### Met4 routing, run 1

Cells faint in the background.
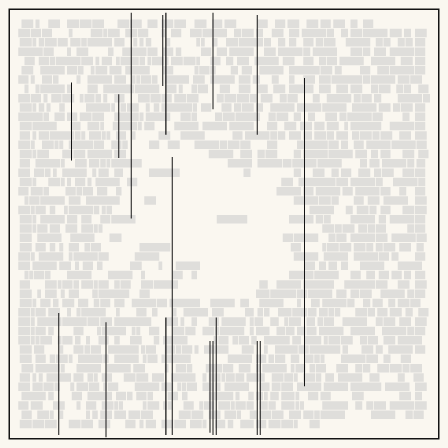
### Metal layers overlaid, run 1

Only two layers are drawn.
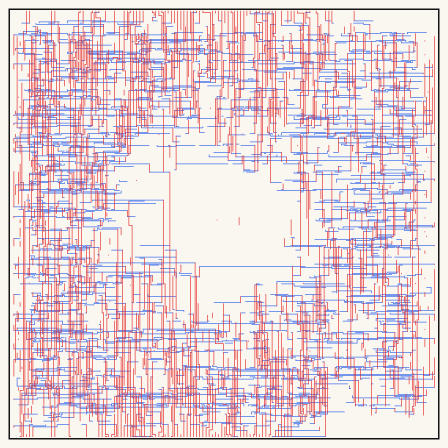
### PDN straps and rails, run 1

The bar under the picture is 50 um long. Pins as bars on the die edge. Tap cells in gray.
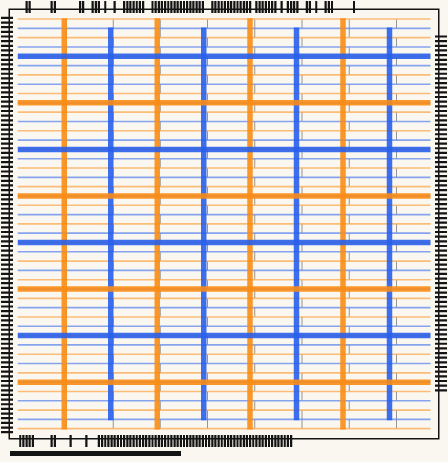
### Routing congestion, run 1

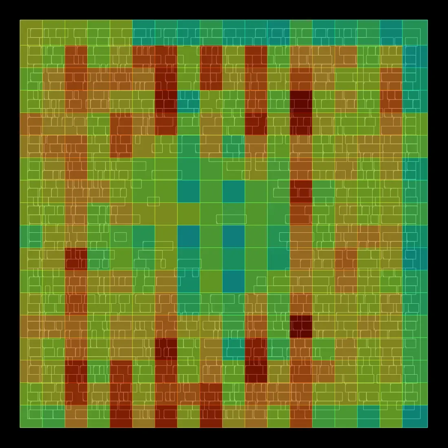
[config.mk]
export PLATFORM = sky130hd
export DESIGN_NAME = apb_arbiter
export DESIGN_NICKNAME = d
export VERILOG_FILES = /design/src/rtl/apb_arbiter.sv
export SDC_FILE = /design/constraint.sdc
export NUM_CORES = 1
export LEC_CHECK = 0
export ABC_CLOCK_PERIOD_IN_PS = 1600
export CORE_MARGIN = 2
export CORE_UTILIZATION = 40
export CTS_CLUSTER_SIZE = 25
export DETAILED_ROUTE_END_ITERATION = 16
export MAX_ROUTING_LAYER = met4
export PLACE_DENSITY = 0.81
export SLEW_MARGIN = 15
export SYNTH_ARGS = -nofsm -noshare
export SYNTH_HDL_FRONTEND = slang
export SYNTH_SLANG_ARGS = --single-unit
[constraint.sdc]
create_clock -name PCLK -period 1.6 [get_ports PCLK]
set_input_delay 0.4 -clock PCLK [delete_from_list [all_inputs] [get_ports PCLK]]
set_output_delay 0.4 -clock PCLK [all_outputs]
set_load 0.01 [all_outputs]
[src/rtl/apb_arbiter.sv]
// Two-requester round-robin arbiter driving a single APB3 master port.
// Define APB_ARB_TIMEOUT_EN to abort ACCESS after TIMEOUT_CYCLES wait cycles.
module apb_arbiter #(
    parameter int unsigned TIMEOUT_CYCLES = 16
) (
    input  logic        PCLK,
    input  logic        PRESET,
    input  logic        req0_valid,
    input  logic        req0_write,
    input  logic [31:0] req0_addr,
    input  logic [31:0] req0_wdata,
    output logic        req0_ready,
    output logic        req0_done,
    output logic [31:0] req0_rdata,
    output logic        req0_err,
    input  logic        req1_valid,
    input  logic        req1_write,
    input  logic [31:0] req1_addr,
    input  logic [31:0] req1_wdata,
    output logic        req1_ready,
    output logic        req1_done,
    output logic [31:0] req1_rdata,
    output logic        req1_err,
    output logic [31:0] PADDR,
    output logic [31:0] PWDATA,
    output logic        PWRITE,
    output logic        PSEL,
    output logic        PENABLE,
    input  logic [31:0] PRDATA,
    input  logic        PREADY,
    input  logic        PSLVERR
);

    typedef enum logic [1:0] {StIdle, StSetup, StAccess} state_e;

    state_e state_q, state_d;
    logic   gnt_q;
    logic   last_q;
    logic   grant_any;
    logic   grant_sel;
    logic   grant_now;
    logic   timeout_hit;

    // Contest goes to whoever was not served last; a lone requester always wins.
    always_comb begin
        grant_any = req0_valid | req1_valid;
        grant_sel = (req0_valid && req1_valid) ? ~last_q : req1_valid;
        grant_now = (state_q == StIdle) && grant_any;
        req0_ready = grant_now && !grant_sel;
        req1_ready = grant_now && grant_sel;
        PSEL    = (state_q != StIdle);
        PENABLE = (state_q == StAccess);
    end

    always_comb begin
        state_d = state_q;
        unique case (state_q)
            StIdle:   if (grant_any) state_d = StSetup;
            StSetup:  state_d = StAccess;
            StAccess: if (PREADY || timeout_hit) state_d = StIdle;
            default:  state_d = StIdle;
        endcase
    end

`ifdef APB_ARB_TIMEOUT_EN
    localparam int unsigned CntW = $clog2(TIMEOUT_CYCLES + 1);
    logic [CntW-1:0] tmo_cnt_q;

    always_ff @(posedge PCLK) begin
        if (PRESET || grant_now) begin
            tmo_cnt_q <= '0;
        end else if (state_q == StAccess && !PREADY) begin
            tmo_cnt_q <= tmo_cnt_q + 1'b1;
        end
    end

    // Fires on the TIMEOUT_CYCLES-th consecutive wait cycle.
    assign timeout_hit = (state_q == StAccess) && !PREADY &&
                         (tmo_cnt_q == CntW'(TIMEOUT_CYCLES - 1));
`else
    logic unused_timeout_cycles;
    assign unused_timeout_cycles = ^TIMEOUT_CYCLES;
    assign timeout_hit = 1'b0;
`endif

    always_ff @(posedge PCLK) begin
        if (PRESET) begin
            state_q    <= StIdle;
            gnt_q      <= 1'b0;
            last_q     <= 1'b1;
            PADDR      <= '0;
            PWDATA     <= '0;
            PWRITE     <= 1'b0;
            req0_done  <= 1'b0;
            req0_rdata <= '0;
            req0_err   <= 1'b0;
            req1_done  <= 1'b0;
            req1_rdata <= '0;
            req1_err   <= 1'b0;
        end else begin
            state_q   <= state_d;
            req0_done <= 1'b0;
            req1_done <= 1'b0;
            if (grant_now) begin
                gnt_q  <= grant_sel;
                PADDR  <= grant_sel ? req1_addr  : req0_addr;
                PWDATA <= grant_sel ? req1_wdata : req0_wdata;
                PWRITE <= grant_sel ? req1_write : req0_write;
            end
            if (state_q == StAccess && PREADY) begin
                last_q <= gnt_q;
                if (gnt_q) begin
                    req1_done <= 1'b1;
                    req1_err  <= PSLVERR;
                    if (!PWRITE) req1_rdata <= PRDATA;
                end else begin
                    req0_done <= 1'b1;
                    req0_err  <= PSLVERR;
                    if (!PWRITE) req0_rdata <= PRDATA;
                end
            end else if (timeout_hit) begin
                last_q <= gnt_q;
                if (gnt_q) begin
                    req1_done  <= 1'b1;
                    req1_err   <= 1'b1;
                    req1_rdata <= '0;
                end else begin
                    req0_done  <= 1'b1;
                    req0_err   <= 1'b1;
                    req0_rdata <= '0;
                end
            end
        end
    end

endmodule
==> run summary, run 1 <==
Here are the numbers from the latest Yosys + OpenROAD run.

The flow ran to the end, but the final reports show violations. The checks that failed: negative setup slack. The number of clock buffer instances in the layout came out at 19. The worst setup path is captured at an output port. The number of antenna violations at the first check in global routing was 3. The share of flip-flops with an asynchronous set or reset after synthesis came out at 0%. Per Yosys stat, the portion of area used by sequential elements is 46.8%.

The number of standard-cell rows in the floorplan is 44. The area growth from synthesis to layout is 66.2%. The hold slack came out at 468 ps. The clock H-tree reported by CTS has 4 levels. The placed standard-cell area came out at 9240 um^2. The worst hold path belongs to the class reg -> reg. The post-synth count of flops with an enable pin is 0. The cell area after technology mapping is 5860 um^2. The number of flip-flops and latches came out at 137.

The clock network fraction of design power is 40.8%. STA classifies the critical path startpoint as an input port. The number of warnings issued by yosys came out at 0. The flow reports that combinational logic draws 19.6% of the design power. The smallest setup slack after layout came out at -25.1 ps. The final count of negative-setup-slack endpoints is 2. The synthesized net count is 819. The part of the total power dissipated in sequential elements is 39.6%.

Global routing used 40.4% of the available met2 tracks. The final count of hold timing violations is 0. Setup repair after global routing could not meet its margin everywhere. The half-perimeter wire length of the detailed placement result came out at 13600 um. At the end of the flow the core is filled with cells to 67.5%.

The final timing summary puts the cycle share of the worst path at 102%. The worst setup path is of the in -> out kind. The clock tree from TritonCTS is yes. The data-path buffer share of cell area in the final layout came out at 34.0%.

In the routed design, unresolved DRC markers number 0. The area reported by Yosys stat is 5860 um^2. The post-route minimum period came out at 1630 ps. The maximum buffer depth of the clock tree is 2. The per-cell via count in the routed design came out at 5.14. The main area contributors are sky130_fd_sc_hd__dfxtp_1 47%, sky130_fd_sc_hd__mux2i_1 11%, sky130_fd_sc_hd__nand2b_1 10%, sky130_fd_sc_hd__a311oi_1 9.7%, sky130_fd_sc_hd__nand2_1 8.6%. The post-placement cell count came out at 1112. For the final routed database, the setup TNS stands at -28.3 ps. The tightest slew margin relative to the limit came out at 51.8%.

Summing all multi-input logic gate instances after layout gives 2870 um^2. The flop share of the area came out at 28.2%.
## Picture notes: 'Met4 routing'
The wires run mostly vertical. 16 nets have wire on it. The layer holds 3.2% of the routed length. The layer carries 634 um of wire. The longest straight run is 89.8 um.
number of vias after detailed routing: 5919
total detailed-routing wirelength: 19600 um

## Picture notes: 'Metal layers overlaid'
metal 1: shown in blue, wire length 8010 um. metal 2: shown in red, wire length 9470 um.
all-layer global routing usage: 25.6%
average detailed-routed wire length per instance: 17.0 um

## Picture notes: 'PDN straps and rails'
VSS: shown in orange. VDD: shown in blue.
8 straps on met4. 45 met1 rails follow the rows. 8 straps on met5.
Core ar.: 14400 um^2
peak supply drop: 0.679 mV
horizontal die dimension: 125 um

## Picture notes: 'Routing congestion'
met3 track demand over resource: 7.87%
Top Usage Layer GRT: met2

## run 1: cells by family after synthesis
group                  Yosys count  synth area share [%]
and+or+nand+nor                249                  20.8
buffers and inverters           62                  5.06
muxes                           66                  11.3
AOI/OAI and AO/OA              137                  16.1
DFF                            137                  46.8
## run 1: layout by cell type, fill, tap and decap left out, types with 3 or more instances in the layout
cell type | netlist | layout
sky130_fd_sc_hd__diode_2 | 0 | 3
sky130_fd_sc_hd__buf_4 | 3 | 26
sky130_fd_sc_hd__clkdlybuf4s50_1 | 0 | 164
sky130_fd_sc_hd__a311oi_1 | 65 | 64
sky130_fd_sc_hd__dlygate4sd2_1 | 0 | 134
sky130_fd_sc_hd__clkinv_2 | 0 | 3
sky130_fd_sc_hd__a21oi_1 | 68 | 68
sky130_fd_sc_hd__dfxtp_2 | 0 | 3
sky130_fd_sc_hd__nand2b_1 | 97 | 96
sky130_fd_sc_hd__clkbuf_16 | 0 | 17
sky130_fd_sc_hd__dfxtp_1 | 137 | 134
sky130_fd_sc_hd__buf_12 | 0 | 10
sky130_fd_sc_hd__nor2_1 | 7 | 5
sky130_fd_sc_hd__buf_6 | 3 | 3
sky130_fd_sc_hd__mux2i_1 | 66 | 66
sky130_fd_sc_hd__inv_6 | 0 | 4
sky130_fd_sc_hd__nand2_1 | 134 | 132
## run 1: timing repair
action                     in CTS  in global routing
setup buffers                   2                  2
gates cloned                    1                  0
gates resized                 154                 15
hold buffers                    0                  0
pin swaps                       1                  3
setup endpoints to repair     202                 36
## run 1: final timing paths
check / startpoint / to / slack [ps]
setup / recovery: req1_valid / req0_ready / -30
hold / removal: req1_rdata[0] / req1_rdata[0] / 470
setup reg to reg: state_q[1] / PWDATA[15] / 60
hold reg to reg: req1_rdata[0] / req1_rdata[0] / 470
## run 1: worst max-delay path: stages
cell	delay (ps)
sky130_fd_sc_hd__dlygate4sd2_1	260
sky130_fd_sc_hd__or2_2	320
sky130_fd_sc_hd__nand2_2	90
sky130_fd_sc_hd__nor2_2	30
sky130_fd_sc_hd__buf_2	130
## run 1: power groups by stage
| stage | registers, mW | clock network, mW | logic [mW] |
|---|---|---|---|
| 3_3_place_gp | 3.84 | 0 | 1.96 |
| 2_1_floorplan | 3.94 | 0 | 0.711 |
| 6_report | 3.77 | 3.88 | 1.87 |
| 4_1_cts | 3.77 | 3.92 | 1.85 |
| 5_1_grt | 3.79 | 4.09 | 2.01 |
| 3_5_place_dp | 3.85 | 0 | 1.98 |
## run 1: cell usage after synthesis, types with 2 or more instances
master and n:
sky130_fd_sc_hd__nor2b_1 2, sky130_fd_sc_hd__nor2_1 7, sky130_fd_sc_hd__dfxtp_1 137, sky130_fd_sc_hd__clkbuf_1 30, sky130_fd_sc_hd__nand2b_1 97, sky130_fd_sc_hd__mux2i_1 66, sky130_fd_sc_hd__buf_2 24, sky130_fd_sc_hd__buf_6 3
sky130_fd_sc_hd__a311oi_1 65, sky130_fd_sc_hd__nand2_1 134, sky130_fd_sc_hd__a21oi_1 68, sky130_fd_sc_hd__buf_4 3
==> run 1 -> run 2 <==
--- a/config.mk
+++ b/config.mk
@@ -6,10 +6,11 @@
 export NUM_CORES = 1
 export LEC_CHECK = 0
 export ABC_CLOCK_PERIOD_IN_PS = 1600
-export CORE_MARGIN = 2
+export CORE_MARGIN = 4
 export CORE_UTILIZATION = 40
 export CTS_CLUSTER_SIZE = 25
 export DETAILED_ROUTE_END_ITERATION = 16
+export HOLD_SLACK_MARGIN = 0.05
 export MAX_ROUTING_LAYER = met4
 export PLACE_DENSITY = 0.81
 export SLEW_MARGIN = 15
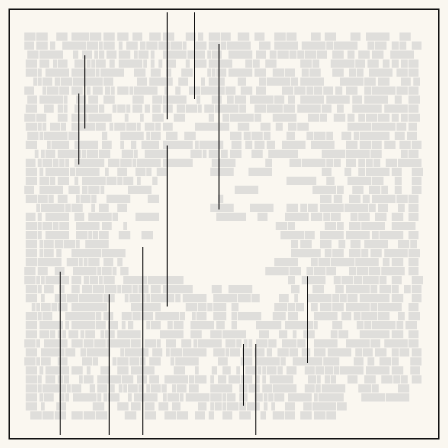
*Met4 routing, run 2*
Cells faint in the background.
The wires run mostly vertical. The layer carries 418 um of wire. The layer holds 2.0% of the routed length. 10 nets have wire on it. The longest straight run is 56.4 um.
total detailed-routing wirelength: 20900 um
number of vias after detailed routing: 5989

==> run 2 against run 1 <==
Effect of this change: the flow still finishes with violations (negative setup slack); combinational power rose by 5%; clock power rose by 2%; flip-flop count did not move; non-clock buffer count rose by 13; area after synthesis did not move; clock skew fell by 3.6 ps; register-to-register slack barely moved; utilization rose by 2.8 points.
==> run summary, run 2 <==
Here are the numbers from the latest Yosys + OpenROAD run.

The run finished, with violations left. The checks that failed: negative setup slack. The overall overflow remaining after global route came out at 0. Looking at the power breakdown, sequential logic takes 38.9% of the total.

For reference, compound AND-OR and OR-AND cells occupy 16.1% of the area reported after synthesis. Setup repair after global routing could not meet its margin everywhere. At the end of the flow, the number of nets in the layout was 1133. The most repeated cell in the gate-level netlist after synthesis is sky130_fd_sc_hd__dfxtp_1. The slowest cell on the critical path is sky130_fd_sc_hd__dfxtp_4. The layout overhead on the synthesized area is 69.1%.

By count the netlist is led by 137 x sky130_fd_sc_hd__dfxtp_1, 134 x sky130_fd_sc_hd__nand2_1, 97 x sky130_fd_sc_hd__nand2b_1. The parity-gate share of the synthesized area counting xor and xnor cells is 0%. Registers take 2750 um^2.

The dominant delay contributor by cell family on the critical path is flip-flops. The number of standard-cell rows in the floorplan came out at 43. For this design the total switching power over the nets is 2.53 mW. STA classifies the critical path startpoint as a flop. The tally of buffers added on design ports came out at 304. The area share of the leading cell type in the synthesized netlist is 46.8%. STA puts the critical path data arrival time at 1280 ps.

The internal cell power came out at 7.16 mW. Sequential cells were found to cover 46.8% of the synthesized design area. In the post-route analysis, the smallest setup slack over all paths is -77.3 ps.

The DRC violation count after routing is 0. The routability congestion estimate is 0.853. The total buffers and inverters traversed by the critical path is 4.

Combinational logic burns 20.3% of the power. The clock network fraction of design power is 40.8%. The share of cells above drive strength 1 is 10.7%. Among the stages of the critical path, the cell type that occurs most often is sky130_fd_sc_hd__buf_6. The layout report lists the multi-input gate area as 2880 um^2. The dominant non-sequential cell family after synthesis is simple AND/OR/NAND/NOR gates.

The number of synthesized flops with an enable pin is 0. For reference, the critical path cell chain is nor2_4 -> buf_6 -> buf_6 -> inv_4 -> buf_6. The number of antenna violations at the first check in global routing is 2. Across all hold checks on the routed design, the worst slack comes to 467 ps. According to the hold report, the worst path is of the reg -> reg type. The initial DRC count came out at 221. The worst IR drop on VDD came out at 0.750 mV. The per-cell via count in the routed design is 5.17. Excluding fillers, the count of instances in the completed layout stands at 1159. TritonCTS built the clock tree.

Per the cell usage report, the commonest logic cell in the layout is sky130_fd_sc_hd__clkdlybuf4s50_1. The synthesized net count came out at 819. Per the finish-stage timing summary, setup violations number 3. The area fraction in full adders, half adders and majority gates came out at 0%. The final critical-path share of the clock period is 105%. For this run, the number of Yosys warnings is 0. The power per standard cell area is 978 nW/um^2. The core footprint came out at 14100 um^2. The post-route minimum period is 1680 ps. The tightest slew margin relative to the limit came out at 73.4%. Between clock sinks in the finished design, the worst skew comes to 6.69 ps. The maximum buffer depth of the clock tree is 2.

The die is 129 um wide. The area fraction in mux cells came out at 11.3%. The final hold violation count recorded for this run is 0. By startpoint and endpoint, the worst setup path is classified as reg -> out. Summed over all nets, the half-perimeter wirelength after detailed placement is 15100 um. The synthesis report lists the most area-consuming cells as sky130_fd_sc_hd__dfxtp_1 47%, sky130_fd_sc_hd__mux2i_1 11%, sky130_fd_sc_hd__nand2b_1 10%, sky130_fd_sc_hd__a311oi_1 9.7%, sky130_fd_sc_hd__nand2_1 8.6%.

The starting utilization of the core area is 41.6%. The number of H-tree branching levels came out at 4. Leaving out fill and tap cells, the most frequent cells in the layout are 164 x sky130_fd_sc_hd__clkdlybuf4s50_1, 135 x sky130_fd_sc_hd__dlygate4sd2_1, 134 x sky130_fd_sc_hd__dfxtp_1, 133 x sky130_fd_sc_hd__nand2_1, 96 x sky130_fd_sc_hd__nand2b_1. The final core utilization came out at 70.3%.

The chip area came out at 16700 um^2. The final sum of negative setup slack is -188 ps. The post-placement cell count is 1121. The number of buffers added to fix hold violations after cts came out at 0. The area reported by Yosys stat is 5860 um^2. STA classifies the critical path endpoint as an output port. The highest clock frequency the design can meet is 0.596 GHz. Among all stages on the critical path, the maximum delay recorded is 350 ps. The post-synthesis simple-gate area fraction is 20.8%. The cell area after technology mapping came out at 5860 um^2. The clock sink total came out at 137. After synthesis, the share of flip-flops with an asynchronous set or reset is 0%.
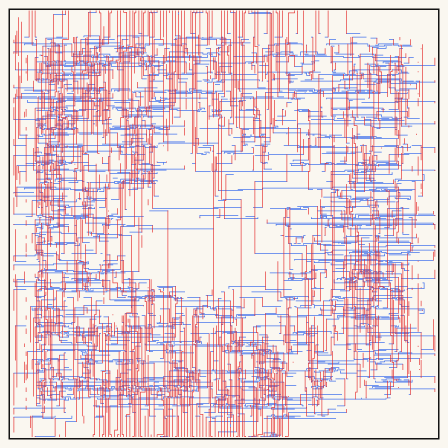
*Metal layers overlaid, run 2*
Only two layers are drawn.
metal 2: shown in red, wire length 10300 um. metal 1: shown in blue, wire length 8210 um.
all-layer global routing usage: 25.0%
average detailed-routed wire length per instance: 18.0 um

run 2: per-stage QoR:
step	instance area (um^2)	total power, mW
floorplan	5860	4.65
global placement	9370	5.87
detailed placement	9370	5.89
CTS	9810	9.68
global route	9910	10.1
finish	9910	9.69
run 2: path summary, 6_finish.rpt:
| kind | startpoint | to | slack [ps] | cells after the start |
|---|---|---|---|---|
| max reg2reg | last_q | PWDATA[27] | 60 | 7 |
| max | state_q[1] | PSEL | -80 | 5 |
| min reg2reg | req0_rdata[29] | req0_rdata[29] | 470 | 2 |
| min | req0_rdata[29] | req0_rdata[29] | 470 | 2 |
run 2: worst register-to-register path, delay by kind of cell, from the launching register on:
family	cells	cell delay, ps
buf+inv	4	540
flops	1	340
compound gates	2	450
simple gates	1	100
run 2: cell families after synthesis:
group                  after synthesis
and+or+nand+nor                    249
muxes                               66
DFF                                137
buffers and inverters               62
AOI/OAI and AO/OA                  137
run 2: repair_timing:
action | 4_1_cts | 5_1_grt
setup buffers | 3 | 4
setup endpoints to repair | 193 | 41
gates resized | 156 | 21
pin swaps | 2 | 2
run 2: power groups by stage:
stage,sequential (mW),clock (mW),combinational (mW)
2_1_floorplan,3.94,0,0.711
3_3_place_gp,3.84,0,2.03
3_5_place_dp,3.84,0,2.05
4_1_cts,3.77,4.00,1.91
5_1_grt,3.80,4.15,2.11
6_report,3.77,3.95,1.97
run 2: metal layers:
layer	GRT usage (%)	part of all wire, %	vias to the layer above
li1	-	-	2897
met5	-	0	-
met2	41.6	49	267
met3	8.74	9.4	28
met4	9.51	2.0	0
met1	27.6	39	2797
run 2: final cells by class:
cell class	count	area share, %
clock buffers	21	4.85
flip-flops and latches	137	27.7
well taps	180	2.27
inverters	2	0.101
diodes	2	0.0505
repair buffers	355	34.7
clock inverters	10	1.19
multi-input cells	452	29.1
==> run 2 -> run 3 <==
--- a/config.mk
+++ b/config.mk
@@ -5,10 +5,11 @@
 export SDC_FILE = /design/constraint.sdc
 export NUM_CORES = 1
 export LEC_CHECK = 0
-export ABC_CLOCK_PERIOD_IN_PS = 1600
+export ABC_CLOCK_PERIOD_IN_PS = 2000
 export CORE_MARGIN = 4
 export CORE_UTILIZATION = 40
-export CTS_CLUSTER_SIZE = 25
+export CTS_BUF_LIST = sky130_fd_sc_hd__clkbuf_8
+export CTS_CLUSTER_SIZE = 16
 export DETAILED_ROUTE_END_ITERATION = 16
 export HOLD_SLACK_MARGIN = 0.05
 export MAX_ROUTING_LAYER = met4
==> constraint.sdc (replaced) <==
create_clock -name PCLK -period 2 [get_ports PCLK]
set_input_delay 0.5 -clock PCLK [delete_from_list [all_inputs] [get_ports PCLK]]
set_output_delay 0.5 -clock PCLK [all_outputs]
set_load 0.01 [all_outputs]
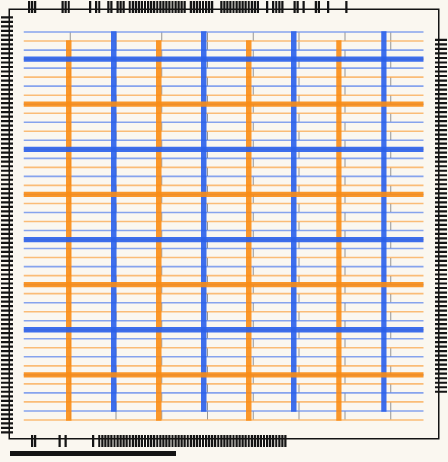
*PDN straps and rails, run 3*
The bar under the picture is 50 um long. Pins as bars on the die edge. Tap cells in gray.
horizontal die dimension: 129 um
peak supply drop: 0.457 mV
height of the chip: 129 um
Core ar.: 14100 um^2

==> run 3 against run 2 <==
Effect of this change: the run now ends clean; clock skew grew 2.2 ps; global-route usage fell by 1.1 points; combinational power fell by about 20%; largest cell class unchanged; highest routed layer unchanged.
==> run summary, run 3 <==
Here are the numbers from the latest Yosys + OpenROAD run.

The run finished with clean final reports. The half-perimeter wire length of the detailed placement result is 14600 um. Setup repair after global routing left no endpoint under its margin. The initial DRC count is 298. The routability congestion estimate came out at 0.836. The critical path goes through nor2_4 -> buf_4 -> inv_2 -> dlygate4sd2_1. The tally of buffers added on design ports is 304. After routing, the total negative slack on setup checks comes to 0 ps. The overall global routing resource usage is 23.9%. The worst setup path is captured at an output port. The proportion of synthesized chip area in sequential cells came out at 46.8%. The smallest setup slack after layout came out at 62.2 ps.

The post-route minimum period came out at 1940 ps. The cell area after technology mapping came out at 5860 um^2. The highest clock frequency the design can meet is 0.516 GHz. In the post-synthesis netlist, the biggest area contributors are sky130_fd_sc_hd__dfxtp_1 47%, sky130_fd_sc_hd__mux2i_1 11%, sky130_fd_sc_hd__nand2b_1 10%, sky130_fd_sc_hd__a311oi_1 9.7%, sky130_fd_sc_hd__nand2_1 8.6%. For this run, the detailed router reports a per-instance via density of 5.14. The placed standard-cell area came out at 9180 um^2. The area reported by Yosys stat is 5860 um^2. According to the finish report, the design has a final net count of 1114. The report lists the number of standard-cell rows as 43. The final route contains 5858 vias. The critical path launch point type is a flop.

The maximum buffer depth of the clock tree came out at 2. The number of synthesized flops with an enable pin is 0. TritonCTS built the clock tree. The final wirelength came out at 20000 um. The number of antenna violations at the first check in global routing is 1. For this run the aggregate overflow at the end of global routing stands at 0.

The power per standard cell area is 739 nW/um^2. The worst min-delay path category is reg -> reg. The starting utilization of the core area came out at 41.6%. The largest single stage delay on the critical path is 360 ps.

Compared with the post-synthesis result, the final layout area differs by 64.6%. The kind of cell with the highest combined delay along the critical path is buffers and inverters. The number of buffers and inverters on the critical path is 3.

The layout summary lists the proportion of cells stronger than drive strength 1 as 7.82%. For flop-to-flop paths, the worst setup slack is 170 ps. In the final report, the number of hold violations comes to 0. The data arrival time of the worst path is 1440 ps. The chip area is 16700 um^2. The top cell type in the final layout, fill and taps aside, is sky130_fd_sc_hd__clkdlybuf4s50_1.

In the final report, the number of endpoints failing setup comes to 0. The clock sink total is 137. The share of flip-flops with an asynchronous set or reset after synthesis is 0%. The finished layout holds 1140 standard cells, fillers aside. Yosys instantiated no cell more often than sky130_fd_sc_hd__dfxtp_1. The area share of the leading cell type in the synthesized netlist came out at 46.8%. The number of warnings issued by yosys came out at 0. The worst path uses 96.9% of the clock period. The script parses the final routing iteration and logs DRC violations as 0.
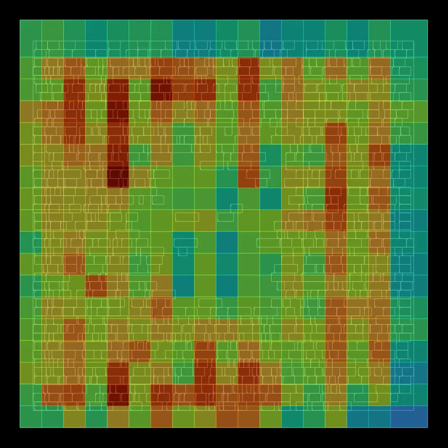
*Routing congestion, run 3*
GRT met1 Usage: 27.5%
met3 track demand over resource: 8.00%
average detailed-routed wire length per instance: 17.5 um
global-route met2 utilization: 39.0%

## run 3: repair_timing
item | CTS | global route
endpoints found under the setup margin | 4 | 3
hold buffers | 0 | 0
buffers inserted | 3 | 0
resized | 9 | 4
pin swaps | 1 | 1
## run 3: kinds of logic after synthesis
family / after synthesis / synth area share, %
flops: 137 / 46.8
mux: 66 / 11.3
compound gates: 137 / 16.1
simple gates: 249 / 20.8
buf+inv: 62 / 5.06
## run 3: worst paths after layout
kind | depth (start not counted) | start | endpoint
min | 2 | req1_rdata[3] | req1_rdata[3]
max | 4 | state_q[0] | PSEL
min reg2reg | 2 | req1_rdata[3] | req1_rdata[3]
max reg2reg | 6 | last_q | PWDATA[6]
## run 3: report_power, final
part	switching (mW)	total [mW]	internal, mW
sequential	0.106	3.02	2.92
combinational	0.678	1.57	0.893
clock	1.08	2.54	1.45
total	1.87	7.13	5.26
## run 3: layer usage
layer	vias to the layer above	wire length [um]	share of wire (%)	GRT usage [%]
met4	0	459	2.3	8.21
li1	2848	-	-	-
met5	-	0	0	-
met2	251	9790	49	39.0
met1	2731	8050	40	27.5
met3	28	1680	8.4	8.00
## run 3: tightest hold or removal path: stages (launching register included)
cell                       delay [ps]
sky130_fd_sc_hd__dfxtp_1          320
sky130_fd_sc_hd__nand2b_1          60
sky130_fd_sc_hd__mux2i_1           50
## run 3: area by class of cell
| cell class | count | area, um^2 | area share (%) |
|---|---|---|---|
| Inverter | 2 | 7.51 | 0.0778 |
| Tap cell | 180 | 225 | 2.33 |
| Timing Repair Buffer | 336 | 3370 | 35.0 |
| Antenna cell | 1 | 2.50 | 0.0259 |
| Clock buffer | 20 | 275 | 2.85 |
| Multi-Input combinational cell | 452 | 2850 | 29.5 |
| Clock inverter | 12 | 174 | 1.80 |
| Sequential cell | 137 | 2750 | 28.5 |
## run 3: through the flow
step,power (mW),hold slack (ps)
global placement,4.64,457
global route,7.44,493
floorplan,3.72,484
CTS,7.20,477
detailed placement,4.65,465
finish,7.13,475

==> screenshots <==
Close-up of the layout.
shot_01.png
Window x 84 to 109, y 20 to 45 um. Cells in gray, sequential cells in the stronger gray; small squares are vias.
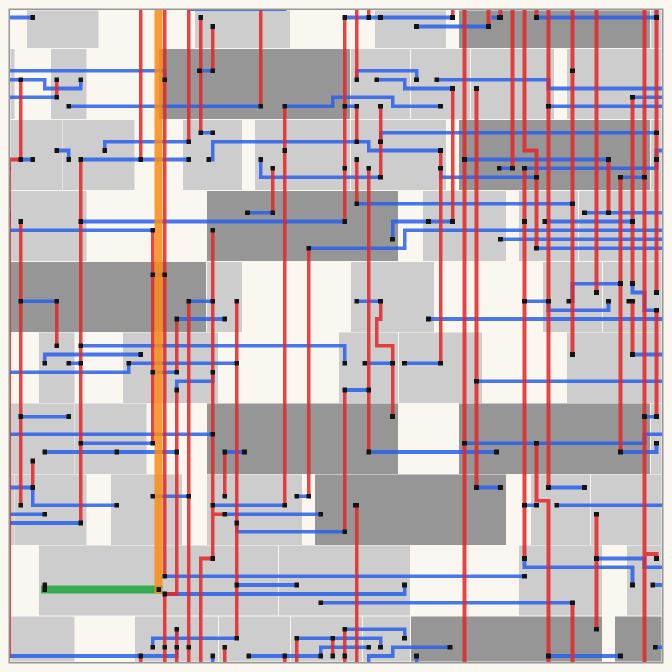
shot_02.png
Window x 81 to 106, y 19 to 44 um. Cells in gray, sequential cells in the stronger gray; small squares are vias.
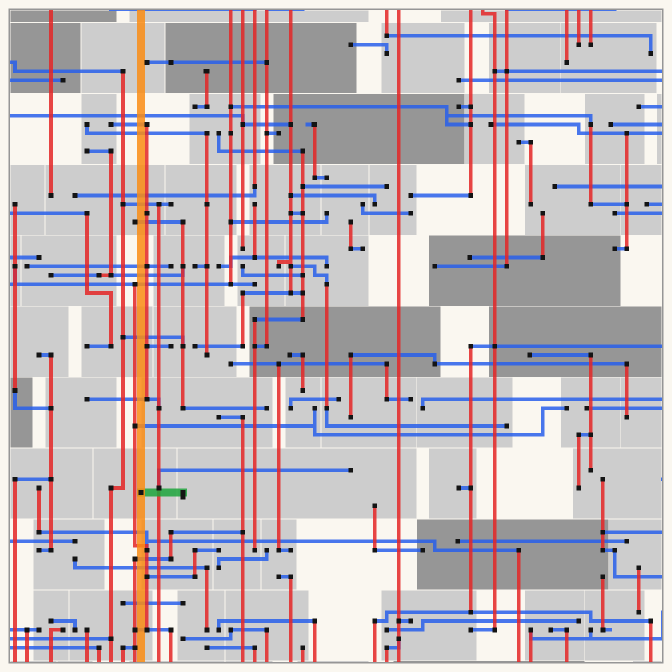
shot_03.png
Window x 84 to 109, y 20 to 45 um. Cells in gray, sequential cells in the stronger gray; small squares are vias.
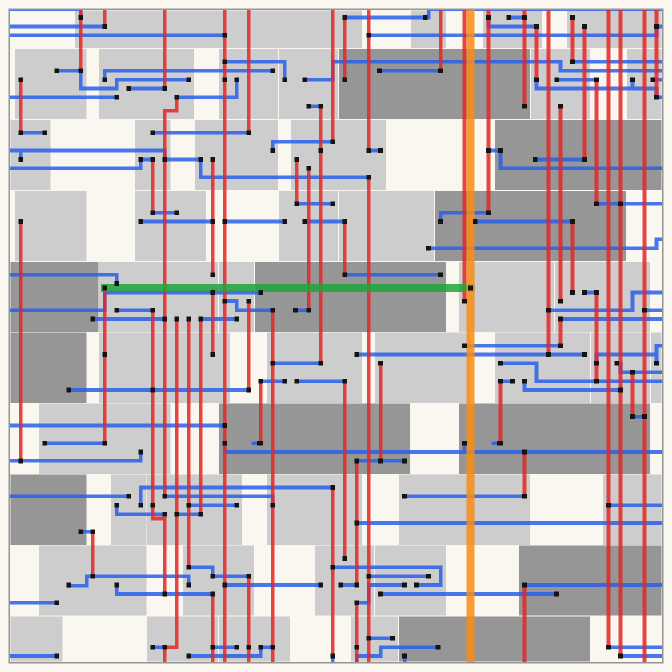
shot_03.png: run 3
shot_02.png: run 1
shot_01.png: run 2

Key to shot_03.png:
metal 4: shown in orange. metal 2: shown in red. metal 3: shown in green. metal 1: shown in blue.
Sequential cells in the window: 8. Most frequent: nand2b_1 (8), dfxtp_1 (8), mux2i_1 (7). 49 logic cells have their middle in the window. Netlist names of flops here include req0_rdata (3), req1_rdata (3).

No activity file was given, so power comes from the tool's default toggle rates.
